$ cat config.mk
export PLATFORM = sky130hd
export DESIGN_NAME = interrupt_dispatch
export DESIGN_NICKNAME = d
export VERILOG_FILES = /design/src/rtl/interrupt_dispatch_pkg.sv /design/src/rtl/interrupt_dispatch.sv
export SDC_FILE = /design/constraint.sdc
export NUM_CORES = 1
export LEC_CHECK = 0
export CORE_ASPECT_RATIO = 1.2
export CORE_MARGIN = 2
export CORE_UTILIZATION = 43
export CTS_CLUSTER_DIAMETER = 30
export CTS_CLUSTER_SIZE = 30
export DETAILED_ROUTE_END_ITERATION = 8
export PLACE_DENSITY = 0.86
export REMOVE_ABC_BUFFERS = 1
export SLEW_MARGIN = 20
export SYNTH_ARGS = -nofsm -noshare
export SYNTH_HDL_FRONTEND = slang
export SYNTH_SLANG_ARGS = --single-unit
$ cat constraint.sdc
create_clock -name i_Clk -period 4.6 [get_ports i_Clk]
set_input_delay 0.46 -clock i_Clk [delete_from_list [all_inputs] [get_ports i_Clk]]
set_output_delay 0.46 -clock i_Clk [all_outputs]
set_load 0.01 [all_outputs]
$ cat src/rtl/interrupt_dispatch_pkg.sv
// Shared CPU interrupt definitions: IRQ bit positions, IF/IE addresses,
// dispatch state encoding and vector arithmetic.
package interrupt_dispatch_pkg;

  localparam int unsigned IrqVblank = 0;
  localparam int unsigned IrqStat   = 1;
  localparam int unsigned IrqTimer  = 2;
  localparam int unsigned IrqSerial = 3;
  localparam int unsigned IrqJoypad = 4;

  localparam logic [15:0] AddrIf = 16'hFF0F;
  localparam logic [15:0] AddrIe = 16'hFFFF;

  typedef enum logic [2:0] {
    StIdle,
    StWait1,
    StWait2,
    StPushHi,
    StPushLo,
    StJump
  } disp_state_e;

  function automatic logic [15:0] irq_vector(input logic [15:0] base, input logic [2:0] idx);
    return base + {10'b0, idx, 3'b000};
  endfunction

endpackage

$ cat src/rtl/interrupt_dispatch.sv
// IF/IE/IME ownership and the 5 M-cycle interrupt dispatch sequence
// (wait, wait, push PC high, push PC low, load vector) plus HALT wake-up.
module interrupt_dispatch
  import interrupt_dispatch_pkg::*;
#(
  parameter logic [15:0] VECTOR_BASE = 16'h0040,
  parameter int unsigned NUM_IRQ     = 5
) (
  input  logic               i_Clk,
  input  logic               i_Reset_n,
  input  logic               i_M_Cycle,
  input  logic [NUM_IRQ-1:0] i_Irq_Req,
  input  logic               i_IF_We,
  input  logic               i_IE_We,
  input  logic [7:0]         i_Wr_Data,
  output logic [7:0]         o_IF,
  output logic [7:0]         o_IE,
  input  logic               i_EI,
  input  logic               i_DI,
  input  logic               i_RETI,
  input  logic               i_Instr_Boundary,
  input  logic [15:0]        i_PC,
  input  logic [2:0]         i_Vec_Index,
  output logic [NUM_IRQ-1:0] o_Pending,
  output logic               o_Dispatch,
  output logic               o_Push_Req,
  output logic [7:0]         o_Push_Data,
  output logic               o_PC_Load,
  output logic [15:0]        o_PC_Vector,
  output logic               o_Wake
);

  logic [NUM_IRQ-1:0] if_q, if_d, ack_clear, pending;
  logic [7:0]         ie_q, ie_d;
  logic               ime_q, ime_d;
  logic               ei_pend_q, ei_pend_d;
  logic               ei_seen_q, ei_seen_d;
  disp_state_e        state_q, state_d;
  logic               dispatch_q, dispatch_d;
  logic               push_req_q, push_req_d;
  logic [7:0]         push_data_q, push_data_d;
  logic               pc_load_q, pc_load_d;
  logic [15:0]        pc_vector_q, pc_vector_d;
  logic               ei_fire, ime_eff, start, sample;

  assign pending = if_q & ie_q[NUM_IRQ-1:0];
  // EI arms IME only at the second boundary after it, so the next instruction runs.
  assign ei_fire = ei_pend_q & ei_seen_q & i_Instr_Boundary;
  assign ime_eff = ~i_DI & (ime_q | i_RETI | ei_fire);
  assign start   = i_M_Cycle & (state_q == StIdle) & i_Instr_Boundary & ime_eff & (|pending);
  assign sample  = i_M_Cycle & (state_q == StPushLo);

  always_comb begin
    ack_clear = '0;
    if (sample && (|pending)) ack_clear = NUM_IRQ'(1) << i_Vec_Index;
    // Requests are OR-ed in last so they win over a same-cycle write or ack.
    if_d = ((i_IF_We ? i_Wr_Data[NUM_IRQ-1:0] : if_q) & ~ack_clear) | i_Irq_Req;
    ie_d = i_IE_We ? i_Wr_Data : ie_q;
  end

  always_comb begin
    ime_d       = ime_q;
    ei_pend_d   = ei_pend_q;
    ei_seen_d   = ei_seen_q;
    state_d     = state_q;
    push_req_d  = push_req_q;
    push_data_d = push_data_q;
    pc_load_d   = pc_load_q;
    pc_vector_d = pc_vector_q;
    if (i_M_Cycle) begin
      unique case (state_q)
        StIdle: begin
          if (start) begin
            state_d   = StWait1;
            ime_d     = 1'b0;
            ei_pend_d = 1'b0;
            ei_seen_d = 1'b0;
          end else if (i_DI) begin
            ime_d     = 1'b0;
            ei_pend_d = 1'b0;
            ei_seen_d = 1'b0;
          end else if (i_RETI) begin
            ime_d = 1'b1;
          end else if (i_EI) begin
            ei_pend_d = 1'b1;
            ei_seen_d = 1'b0;
          end else if (i_Instr_Boundary && ei_pend_q) begin
            if (ei_seen_q) begin
              ime_d     = 1'b1;
              ei_pend_d = 1'b0;
              ei_seen_d = 1'b0;
            end else begin
              ei_seen_d = 1'b1;
            end
          end
        end
        StWait1: state_d = StWait2;
        StWait2: begin
          state_d     = StPushHi;
          push_req_d  = 1'b1;
          push_data_d = i_PC[15:8];
        end
        StPushHi: begin
          state_d     = StPushLo;
          push_data_d = i_PC[7:0];
        end
        StPushLo: begin
          // An empty resample (IE/IF changed mid-sequence) cancels to vector 0.
          state_d     = StJump;
          push_req_d  = 1'b0;
          pc_load_d   = 1'b1;
          pc_vector_d = (|pending) ? irq_vector(VECTOR_BASE, i_Vec_Index) : 16'h0000;
        end
        StJump: begin
          state_d   = StIdle;
          pc_load_d = 1'b0;
        end
        default: state_d = StIdle;
      endcase
    end
    dispatch_d = (state_d != StIdle);
  end

  always_ff @(posedge i_Clk or negedge i_Reset_n) begin
    if (!i_Reset_n) begin
      if_q        <= '0;
      ie_q        <= '0;
      ime_q       <= 1'b0;
      ei_pend_q   <= 1'b0;
      ei_seen_q   <= 1'b0;
      state_q     <= StIdle;
      dispatch_q  <= 1'b0;
      push_req_q  <= 1'b0;
      push_data_q <= '0;
      pc_load_q   <= 1'b0;
      pc_vector_q <= VECTOR_BASE;
    end else begin
      if_q        <= if_d;
      ie_q        <= ie_d;
      ime_q       <= ime_d;
      ei_pend_q   <= ei_pend_d;
      ei_seen_q   <= ei_seen_d;
      state_q     <= state_d;
      dispatch_q  <= dispatch_d;
      push_req_q  <= push_req_d;
      push_data_q <= push_data_d;
      pc_load_q   <= pc_load_d;
      pc_vector_q <= pc_vector_d;
    end
  end

  assign o_IF        = {{(8 - NUM_IRQ){1'b1}}, if_q};
  assign o_IE        = ie_q;
  assign o_Pending   = pending;
  assign o_Wake      = |pending;
  assign o_Dispatch  = dispatch_q;
  assign o_Push_Req  = push_req_q;
  assign o_Push_Data = push_data_q;
  assign o_PC_Load   = pc_load_q;
  assign o_PC_Vector = pc_vector_q;

endmodule

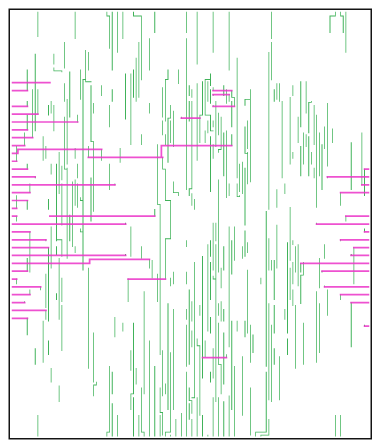
(run_1/metal_stack.png)
Two of the layers only.
- met2: green (wire length 1,960 microns)
- met3: magenta (wire length 325 microns)
Total Routing Usage GR: 17.54%
routed len/inst: 13.27 microns
vias: 1,470

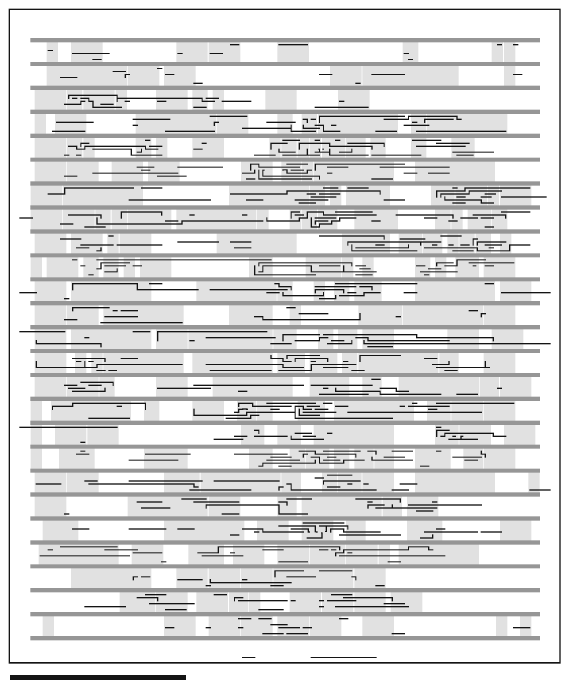
(run_1/met1.png)
The bar under the picture is 20 microns long. Supply wires on this layer in grey.
- longest straight run: 21.2 microns
- nets with wire on the layer: 231
- main direction: horizontal
- wire length on this layer: 1,650 microns
DRT Wirelength: 3955 microns
met1 Usage GRT: 19.84%

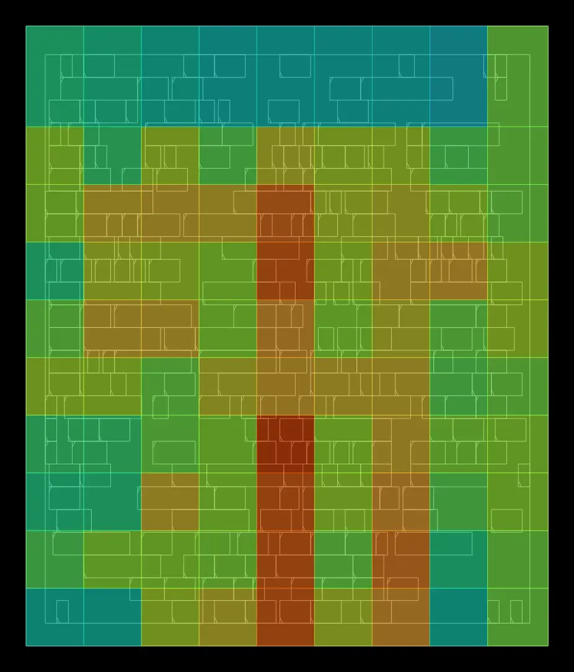
(run_1/final_congestion.png)
M3 GR Usage: 7.413%
highest-utilization routing layer at the global route stage: met2
Core Util, Final: 65.27%
met2 demand-to-capacity share in global routing: 30.23%

[run 1: metal layers]
metal	global-route usage (%)	wire (microns)	up-vias
met1	19.84	1645	678
met5	0	0	-
met4	6.173	23	0
li1	-	-	729
met3	7.413	325	2
met2	30.23	1961	61
[run 1: synthesized netlist by cell type, types with 5 or more instances]
master    count
mux2i_1       9
and2_1        5
o21ai_0      13
nor2b_1       6
a211oi_1      5
a21oi_1       9
nand2_1      17
buf_4        15
dfrtp_1      33
mux2_2        8
[run 1: power by group]
| part | leakage [nW] | switching, W | internal [W] | total, W |
|---|---|---|---|---|
| combinational | 0.651 | 0.000193 | 0.000260 | 0.000452 |
| sequential | 0.401 | 0.0000905 | 0.000397 | 0.000487 |
| clock | 0.0579 | 0.000109 | 0.000159 | 0.000269 |
[run 1: kinds of logic (layout without fill, tap and decap cells)]
family / after synthesis / after routing / share of synthesized area (%)
other: 2 / 15 / 0.4260
flip-flops: 34 / 34 / 48.33
AND/OR/NAND/NOR: 46 / 46 / 13.98
buffers and inverters: 27 / 85 / 9.226
multiplexers: 17 / 17 / 10.22
AND-OR/OR-AND: 47 / 47 / 17.81
[run 1: area by class of cell]
| cell class | count | area [sq um] | share of cell area [%] |
|---|---|---|---|
| inverter | 3 | 11.26 | 0.4377 |
| multi-input combinational | 125 | 797.0 | 30.98 |
| sequential | 34 | 852.1 | 33.12 |
| tap | 54 | 67.56 | 2.626 |
| clock inverter | 3 | 40.04 | 1.556 |
| clock buffer | 5 | 68.82 | 2.675 |
| timing repair buffer | 74 | 735.7 | 28.60 |
[run 1: worst max-delay path: cells and delay by family (launching register included)]
kind | cells | cell delay (ns)
simple gates | 1 | 0.18
flops | 1 | 0.40
buf+inv | 1 | 0.52
compound gates | 1 | 0.61
[run 1: per-stage QoR]
step / utilization (%) / area [sq um]
after floorplan: - / 1660
after global placement: 62.51 / 2464
after detailed placement: 62.51 / 2464
after CTS: 65.27 / 2572
after global routing: 65.27 / 2572
final: 65.27 / 2572
[run 1: flip-flops by register name (all words and copies together), names as in the netlist, 3 cells and up]
register,count
o_IE,8
o_Push_Data,8
state_q,3
if_q,5
o_PC_Vector,4
[run 1: worst max path at each step]
stage,cells past startpoint,endpoint,slack (ns)
finish,3,o_Wake,2.14
global route,3,o_Wake,2.03
CTS,3,o_Wake,2.13
detailed placement,5,if_q[3]$_DFF_PN0_,2.35
global placement,5,if_q[3]$_DFF_PN0_,2.40
floorplan,4,state_q[0]$_DFF_PN0_,3.01
==> notes.md, run 1 <==
Physical design

0 antenna diodes ended up in the layout. The cell count after synthesis stands at ~170. The tightest hold path in the finished design has a slack of about 0.24 ns. The tool flagged a number of max-cap violations equal to 0. Warnings reported by Yosys during synthesis add up to 0. The maximum clock skew at final layout stands at around 0.0063 ns. The time the final worst path needs with I/O delays and setup stands at 2.459 ns. The synthesized design contains 34 register bits. The average cell area after synthesis stands at a little over 10 sq um. Among logic cells in the layout, the one with the most instances is clkdlybuf4s50_1. Warnings raised by the tools during the run amount to 25. The region available for standard cell placement spans 3941 sq um.

The worst register-to-register path begins at state_q[1]$_DFF_PN0_. The report lists the number of standard-cell rows as 25. Note that the worst hold path type here is input port to asynchronous set/reset pin. The worst-path maximum fanout stands at 4. The synthesized netlist was found by Yosys to have 173 cells. The worst register-to-register path ends at if_q[3]$_DFF_PN0_. The insertion delay to the later sink of the worst-skew pair stands at ~0.28 ns. The floorplan step set the die height to around 74 microns. The number of global-route vias before repair stands at between 1k and 1.5k.

The final-report hold violation count stands at 0. The number of gates resized after cts stands at 0. Sorting the Yosys area breakdown by cell type puts at the top dfrtp_1. The slowest stage of the critical path belongs to the cell a222oi_1. The highest supply drop recorded on VDD is between 0.3 and 0.4 mV. The timing report gives the clock slew at the launch and capture registers of the worst setup and hold paths as 0.07 ns. The signed area change from the synthesized netlist to the final layout stands at 45.92%. Per the finish-stage timing summary, setup violations number 0. The flow ran to the end, and the final reports show no timing, DRC or antenna violations. TritonCTS built the clock tree. Per the placement report, the placed cell count is a little under 300. Logged for this run, the post-placement worst setup slack is around 2.3 ns. The die footprint stands at ~4600 sq um. The first-pass GRT wire length stands at around 6300 microns.

The delay of the slowest critical-path stage stands at roughly 0.6 ns. Of the cells placed in the final design, the portion with a size suffix greater than 1 is a little under a tenth. The first-pass iteration count of the detailed router stands at 4. The DRC violation count after routing stands at 0.

The total power divided by cell area stands at between 400 and 500 nW/um^2. The pin count of the biggest net entering global routing stands at 35. In the synthesized netlist the dominant register cell turns out to be dfrtp_1. The global placer's final weighted congestion stands at a little over 0.8. The final clock period utilization by the worst path stands at between 50 and 60%.

The filler-free cell count of the finished design stands at 298. Headroom to the max-slew limit came out at about 50%. The total clock sinks stands at 34. The count of cells along the worst register-to-register path stands at 4. The number of nets in the layout stands at 284.
==> run_1/registers.png <==
The bar under the picture is 20 microns long. Other sequential cells in the stronger grey, the rest of the logic in the fainter grey.
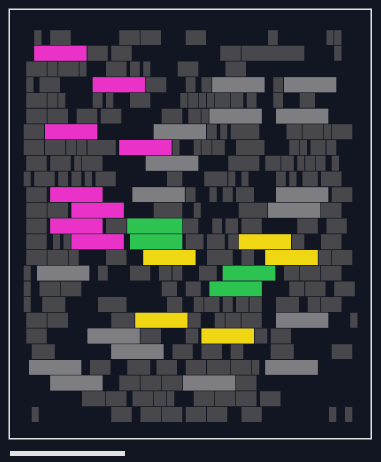

## Run 2: what changed since run 1
--- a/config.mk
+++ b/config.mk
@@ -7,11 +7,11 @@
 export LEC_CHECK = 0
 export CORE_ASPECT_RATIO = 1.2
 export CORE_MARGIN = 2
-export CORE_UTILIZATION = 43
+export CORE_UTILIZATION = 36
 export CTS_CLUSTER_DIAMETER = 30
 export CTS_CLUSTER_SIZE = 30
 export DETAILED_ROUTE_END_ITERATION = 8
-export PLACE_DENSITY = 0.86
+export PLACE_DENSITY = 0.77
 export REMOVE_ABC_BUFFERS = 1
 export SLEW_MARGIN = 20
 export SYNTH_ARGS = -nofsm -noshare
==> constraint.sdc (replaced) <==
create_clock -name i_Clk -period 2.1 [get_ports i_Clk]
set_input_delay 0.21 -clock i_Clk [delete_from_list [all_inputs] [get_ports i_Clk]]
set_output_delay 0.21 -clock i_Clk [all_outputs]
set_load 0.01 [all_outputs]
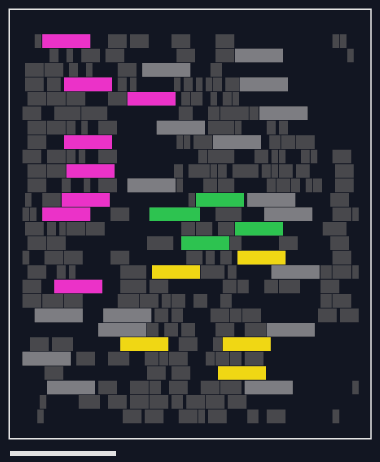
(run_2/registers.png)
The bar under the picture is 20 microns long. Other sequential cells in the stronger grey, the rest of the logic in the fainter grey.
- o_Push_Data: magenta (flops 8)
- if_q: yellow (flops 5)
- o_PC_Vector: green (flops 4; where centre)
- not coloured: 17

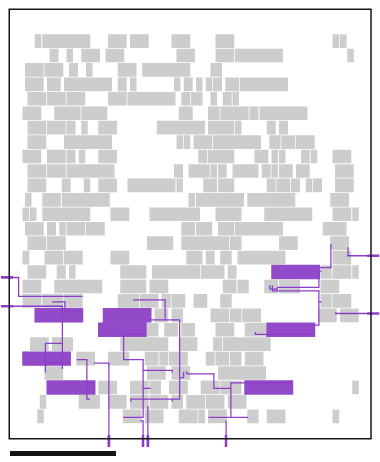
(run_2/port_nets.png)
The bar under the picture is 20 microns long.
- o_IE: purple (bits 8; direction output; edge 4 south, 2 east, 2 west; end cells 8; buffers 8; wire 272 microns)
number of top-level pins: 90
number of input and output port buffers inserted: 74

==> run 2 against run 1 <==
Register-to-register slack worse by 2.3 ns; cell count up 2.7%; via count up 1.6%; total power up 120%; non-clock buffer count up 4; critical path depth up 1; area after synthesis unchanged; routed wire length up 0.18%; sequential power up 120%; count of clock-buffer cells in the layout up 3; critical endpoint unchanged; highest routed layer unchanged.
==> notes.md, run 2 <==
Physical design

Result of the run: finished, final reports clean (unchanged). The first-pass GRT wire length stands at 6630 microns (was 6320 microns). The maximum clock skew at final layout stands at 0.006490 ns (was 0.006271 ns). The peak supply drop came to 0.6646 mV (was 0.3243 mV).

The cell count in the Yosys report came to 173 (unchanged). The total power divided by cell area is 1000 nW/um^2 (was 469.6 nW/um^2). The wire length on met2 stands at 1896 microns (was 1961 microns). The count of placed standard cells including taps is 298 (was 290). The die footprint came to 5475 sq um (was 4630 sq um). The vertical die dimension is 80.66 microns (was 74.14 microns). The cell count after synthesis stands at 173 (unchanged). The TritonCTS clock tree is yes (unchanged). The ratio of cells with drive above 1 in the final layout stands at 10.08% (was 9.016%).

The dominant synthesized flop cell was dfrtp_1 (unchanged). The first-pass iteration count of the detailed router stands at 4 (unchanged). The dominant logic cell type in the layout is clkdlybuf4s50_1 (unchanged). The average cell area after synthesis stands at 10.19 sq um (unchanged). The uppermost metal layer occupied by signal nets is met4 (unchanged). The signed area change from the synthesized netlist to the final layout was 48.40% (was 45.92%).

The worst-path maximum fanout was 4 (unchanged). The final-report hold violation count stands at 0 (unchanged). The number of gates resized after cts was 0 (unchanged). The insertion delay to the later sink of the worst-skew pair stands at 0.28 ns (about the same). The met1 routed wirelength after detailed routing was 1695 microns (was 1645 microns).

The filler-free cell count of the finished design is 306 (was 298). The number of setup violations in the final report stands at 0 (unchanged).
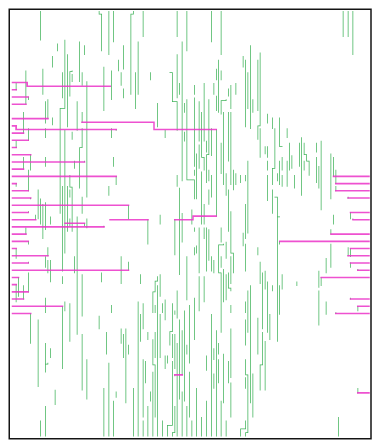
(run_2/metal_stack.png)
Two of the layers only.
- met3: magenta (wire length 344 microns)
- met2: green (wire length 1,900 microns)
routed len/inst: 12.95 microns
Total Routing Usage GR: 16.15%
DRT Wirelength: 3962 microns

## run 2: power by group
part / internal, W / leakage [nW] / switching (W) / total [W]
Combinational: 0.000578 / 0.672 / 0.000415 / 0.000993
Sequential: 0.000869 / 0.401 / 0.000197 / 0.00107
Clock: 0.000331 / 0.0575 / 0.000228 / 0.000559
## run 2: final cells by class
class | instances | area [sq um]
timing repair buffer | 78 | 773.2
inverter | 3 | 11.26
tap | 58 | 72.57
clock buffer | 8 | 110.1
multi-input combinational | 125 | 797.0
sequential | 34 | 852.1
fill | 425 | 2046
## run 2: cells by family after synthesis
group,after synthesis,synth area share [%]
compound gates,47,17.81
buf+inv,27,9.226
flops,34,48.33
mux,17,10.22
other cells,2,0.4260
simple gates,46,13.98
## run 2: stage by stage
step	util (%)	worst slack [ns]	cell area (sq um)	hold WS (ns)	total power, W
6_report	56.12	0.3365	2616	0.3321	0.002618
5_1_grt	56.12	0.2545	2616	0.3762	0.002819
2_1_floorplan	-	0.5068	1660	-0.08559	0.001520
3_3_place_gp	53.70	0.2826	2504	0.4614	0.002061
4_1_cts	56.07	0.01788	2614	0.3399	0.002653
3_5_place_dp	53.70	0.2410	2504	0.4696	0.002079
## run 2: layer usage
metal,track usage [%],up-vias
met5,0,-
met4,4.800,0
met3,6.723,2
met2,25.20,57
met1,20.25,700
li1,-,735
## run 2: path summary, 6_finish.rpt
path | from | end | slack [ns] | cells after the start
setup / recovery | if_q[0]$_DFF_PN0_ | o_Wake | 0.34 | 4
hold / removal | i_Reset_n | o_Push_Data[0]$_DFFE_PN0P_ | 0.33 | 2
setup reg to reg | state_q[1]$_DFF_PN0_ | if_q[3]$_DFF_PN0_ | 0.48 | 4
hold reg to reg | o_Push_Data[1]$_DFFE_PN0P_ | o_Push_Data[1]$_DFFE_PN0P_ | 0.48 | 2
max in group asynchronous | i_Reset_n | o_PC_Vector[6]$_DFFE_PN1P_ | 1.43 | 2
min in group i_Clk | o_Push_Data[1]$_DFFE_PN0P_ | o_Push_Data[1]$_DFFE_PN0P_ | 0.48 | 2
## run 2: worst reg2reg max path: stages, from the launching register on
cell and delay [ns]:
dfrtp_1 0.53, nand4bb_1 0.38, a211oi_2 0.29, a31oi_1 0.10, or2_1 0.21
==> run_2/met1.png <==
The bar under the picture is 20 microns long. Supply wires on this layer in grey.
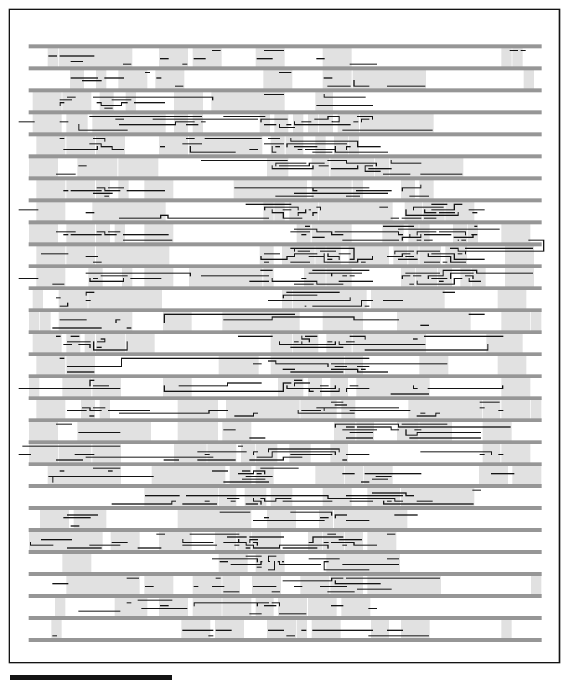

## Run 3: what changed since run 2
--- a/config.mk
+++ b/config.mk
@@ -7,11 +7,11 @@
 export LEC_CHECK = 0
 export CORE_ASPECT_RATIO = 1.2
 export CORE_MARGIN = 2
-export CORE_UTILIZATION = 36
+export CORE_UTILIZATION = 40
 export CTS_CLUSTER_DIAMETER = 30
 export CTS_CLUSTER_SIZE = 30
 export DETAILED_ROUTE_END_ITERATION = 8
-export PLACE_DENSITY = 0.77
+export PLACE_DENSITY = 0.81
 export REMOVE_ABC_BUFFERS = 1
 export SLEW_MARGIN = 20
 export SYNTH_ARGS = -nofsm -noshare
==> constraint.sdc (replaced) <==
create_clock -name i_Clk -period 1.7 [get_ports i_Clk]
set_input_delay 0.17 -clock i_Clk [delete_from_list [all_inputs] [get_ports i_Clk]]
set_output_delay 0.17 -clock i_Clk [all_outputs]
set_load 0.01 [all_outputs]
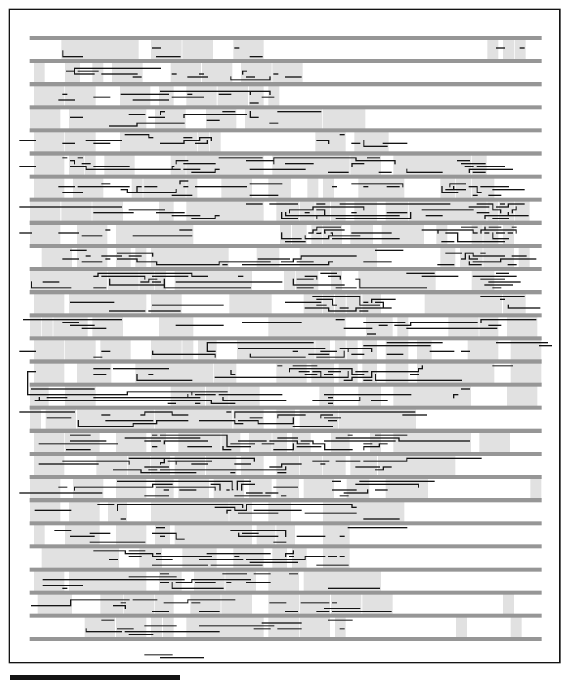
(run_3/met1.png)
The bar under the picture is 20 microns long. Supply wires on this layer in grey.
DRT Wirelength: 4378 microns
vias: 1,583
met1 Usage GRT: 23.30%

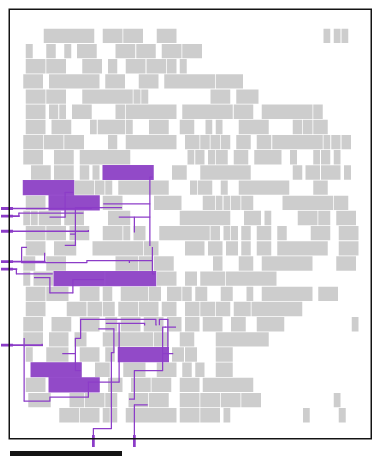
(run_3/port_nets.png)
The bar under the picture is 20 microns long.

==> run 3 against run 2 <==
Largest power group is now combinational logic; utilization up 6.4 points; via count grew 6.0%; clock power rose by 3%; critical path depth down 1; worst setup slack lost 0.25 ns; critical endpoint is now o_Pending[0]; area after synthesis is the same; combinational power grew 37%.
==> notes.md, run 3 <==
Physical design

The I/O pin count was 90 (unchanged). The number of nets in the layout was 300 (was 288). The design internal power stands at 0.002140 W (was 0.001778 W). The number of buffer cells added on primary ports stands at 74 (unchanged).

Result of the run: finished, final reports clean (unchanged). The global placer's final weighted congestion stands at 0.7606 (was 0.7377). The critical register-to-register path endpoint is state_q[0]$_DFF_PN0_ (was if_q[3]$_DFF_PN0_). The number of global-route vias before repair stands at 1,573 (was 1,425). The die footprint came to 4957 sq um (was 5475 sq um). The clock-pin slew of the registers on the worst-case setup and hold paths stands at 0.07 ns (about the same). The pin count of the biggest net entering global routing is 35 (unchanged).

The total clock sinks was 34 (unchanged). The maximum clock skew at final layout stands at 0.003494 ns (was 0.006490 ns). The final clock period utilization by the worst path stands at 94.77%. The count of cells along the worst register-to-register path stands at 6 (was 4). The cell count after synthesis stands at 173 (unchanged).

The count of placed standard cells including taps is 308 (was 298). The first-pass GRT wire length stands at 7383 microns (was 6630 microns). The most frequent cell after synthesis is dfrtp_1 (unchanged). The start of the worst register-to-register path is if_q[0]$_DFF_PN0_ (was state_q[1]$_DFF_PN0_). Most frequent cells after synthesis: 33 x dfrtp_1, 17 x nand2_1, 15 x buf_4 (unchanged). The DRC violation count after routing stands at 0 (unchanged).

The sequential fraction of design power stands at 39.5% (was 40.7%). The part of the power in the clock network is 18.0% (was 21.3%). The dominant synthesized flop cell is dfrtp_1 (unchanged). The cell row count is 26 (was 27).

The net switching power stands at 0.001065 W (was 0.0008400 W). The count of maximum capacitance violations is 0 (unchanged). The fraction of power spent switching nets came to 33.22% (was 32.09%). The largest area contributor in the netlist is dfrtp_1 (unchanged). The worst-path maximum fanout was 3 (was 4). The setup slack on the worst flop-to-flop path stands at 0.12 ns (was 0.48 ns). The combinational fraction of design power stands at 42.6% (was 37.9%). The dominant logic cell type in the layout is clkdlybuf4s50_1 (unchanged).

The cell count in the Yosys report stands at 173 (unchanged). The delay of the slowest critical-path stage stands at 0.47 ns (was 0.41 ns). The worst setup path startpoint is if_q[0]$_DFF_PN0_ (unchanged). The ratio of cells with drive above 1 in the final layout was 13.46% (was 10.08%).

The average cell area after synthesis stands at 10.19 sq um (unchanged). The worst hold margin is 0.2898 ns (was 0.3321 ns). The peak supply drop is 0.6657 mV (was 0.6646 mV).

The filler-free cell count of the finished design stands at 316 (was 306). The signed area change from the synthesized netlist to the final layout is 51.24% (was 48.40%). The total power divided by cell area came to 1202 nW/um^2 (was 1000 nW/um^2).

The count of state elements after synthesis stands at 34 (unchanged).
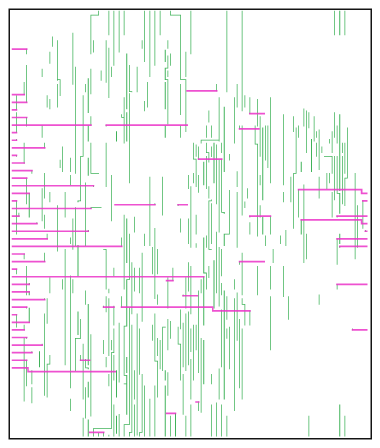
(run_3/metal_stack.png)
Two of the layers only.
Total Routing Usage GR: 19.33%
routed len/inst: 13.85 microns

[run 3: kinds of logic after synthesis]
group	after synthesis	share of synthesized area [%]
compound gates	47	17.81
simple gates	46	13.98
flops	34	48.33
buf+inv	27	9.226
mux	17	10.22
other cells	2	0.4260
[run 3: worst max-delay path: cells and delay by family, from the launching register on]
| kind | cells | cell delay (ns) |
|---|---|---|
| buffers and inverters | 2 | 0.61 |
| flip-flops | 1 | 0.39 |
| AND/OR/NAND/NOR | 1 | 0.15 |
[run 3: timing repair]
action / CTS / global route
setup endpoints to repair: 1 / 2
pin swaps: 1 / 3
gates resized: 2 / 1
[run 3: power by group through the flow]
| stage | combinational [W] | sequential [W] | clock (W) |
|---|---|---|---|
| floorplan | 0.000505 | 0.00137 | 0 |
| global placement | 0.00135 | 0.00127 | 0 |
| detailed placement | 0.00138 | 0.00128 | 0 |
| CTS | 0.00138 | 0.00127 | 0.000595 |
| global route | 0.00150 | 0.00130 | 0.000633 |
| finish | 0.00136 | 0.00126 | 0.000576 |
[run 3: stage by stage]
stage | worst slack (ns) | util, % | instance area, sq um | total power (W)
after CTS | 0.0005043 | 62.68 | 2671 | 0.003244
after global routing | 0.01024 | 62.57 | 2666 | 0.003438
after floorplan | 0.1068 | - | 1660 | 0.001878
final | 0.08884 | 62.57 | 2666 | 0.003205
after global placement | 0.08375 | 60.80 | 2591 | 0.002621
after detailed placement | 0.05480 | 60.80 | 2591 | 0.002654
[run 3: worst min-delay path by stage]
stage,slack [ns],to,startpoint
3_5_place_dp,0.47,o_Push_Data[0]$_DFFE_PN0P_,o_Push_Data[0]$_DFFE_PN0P_
4_1_cts,0.31,ei_pend_q$_DFFE_PN0P_,i_Reset_n
5_1_grt,0.33,if_q[0]$_DFF_PN0_,i_Reset_n
6_report,0.29,if_q[0]$_DFF_PN0_,i_Reset_n
2_1_floorplan,-0.13,ei_pend_q$_DFFE_PN0P_,i_Reset_n
3_3_place_gp,0.46,o_Push_Data[3]$_DFFE_PN0P_,o_Push_Data[3]$_DFFE_PN0P_
[run 3: cell type report]
type	count	area, sq um
Clock buffer	8	80.08
Fill cell	368	1595
Inverter	3	11.26
Multi-Input combinational cell	125	797.0
Sequential cell	34	852.1
Tap cell	56	70.07
Timing Repair Buffer	90	855.8
[run 3: metal layers]
layer	global-route usage [%]	part of all wire [%]
met3	7.331	7.9
met4	11.06	3.8
met5	0	0
met2	29.38	46
met1	23.30	42
Power figures rest on the tool's default switching activity, not on a simulated workload.
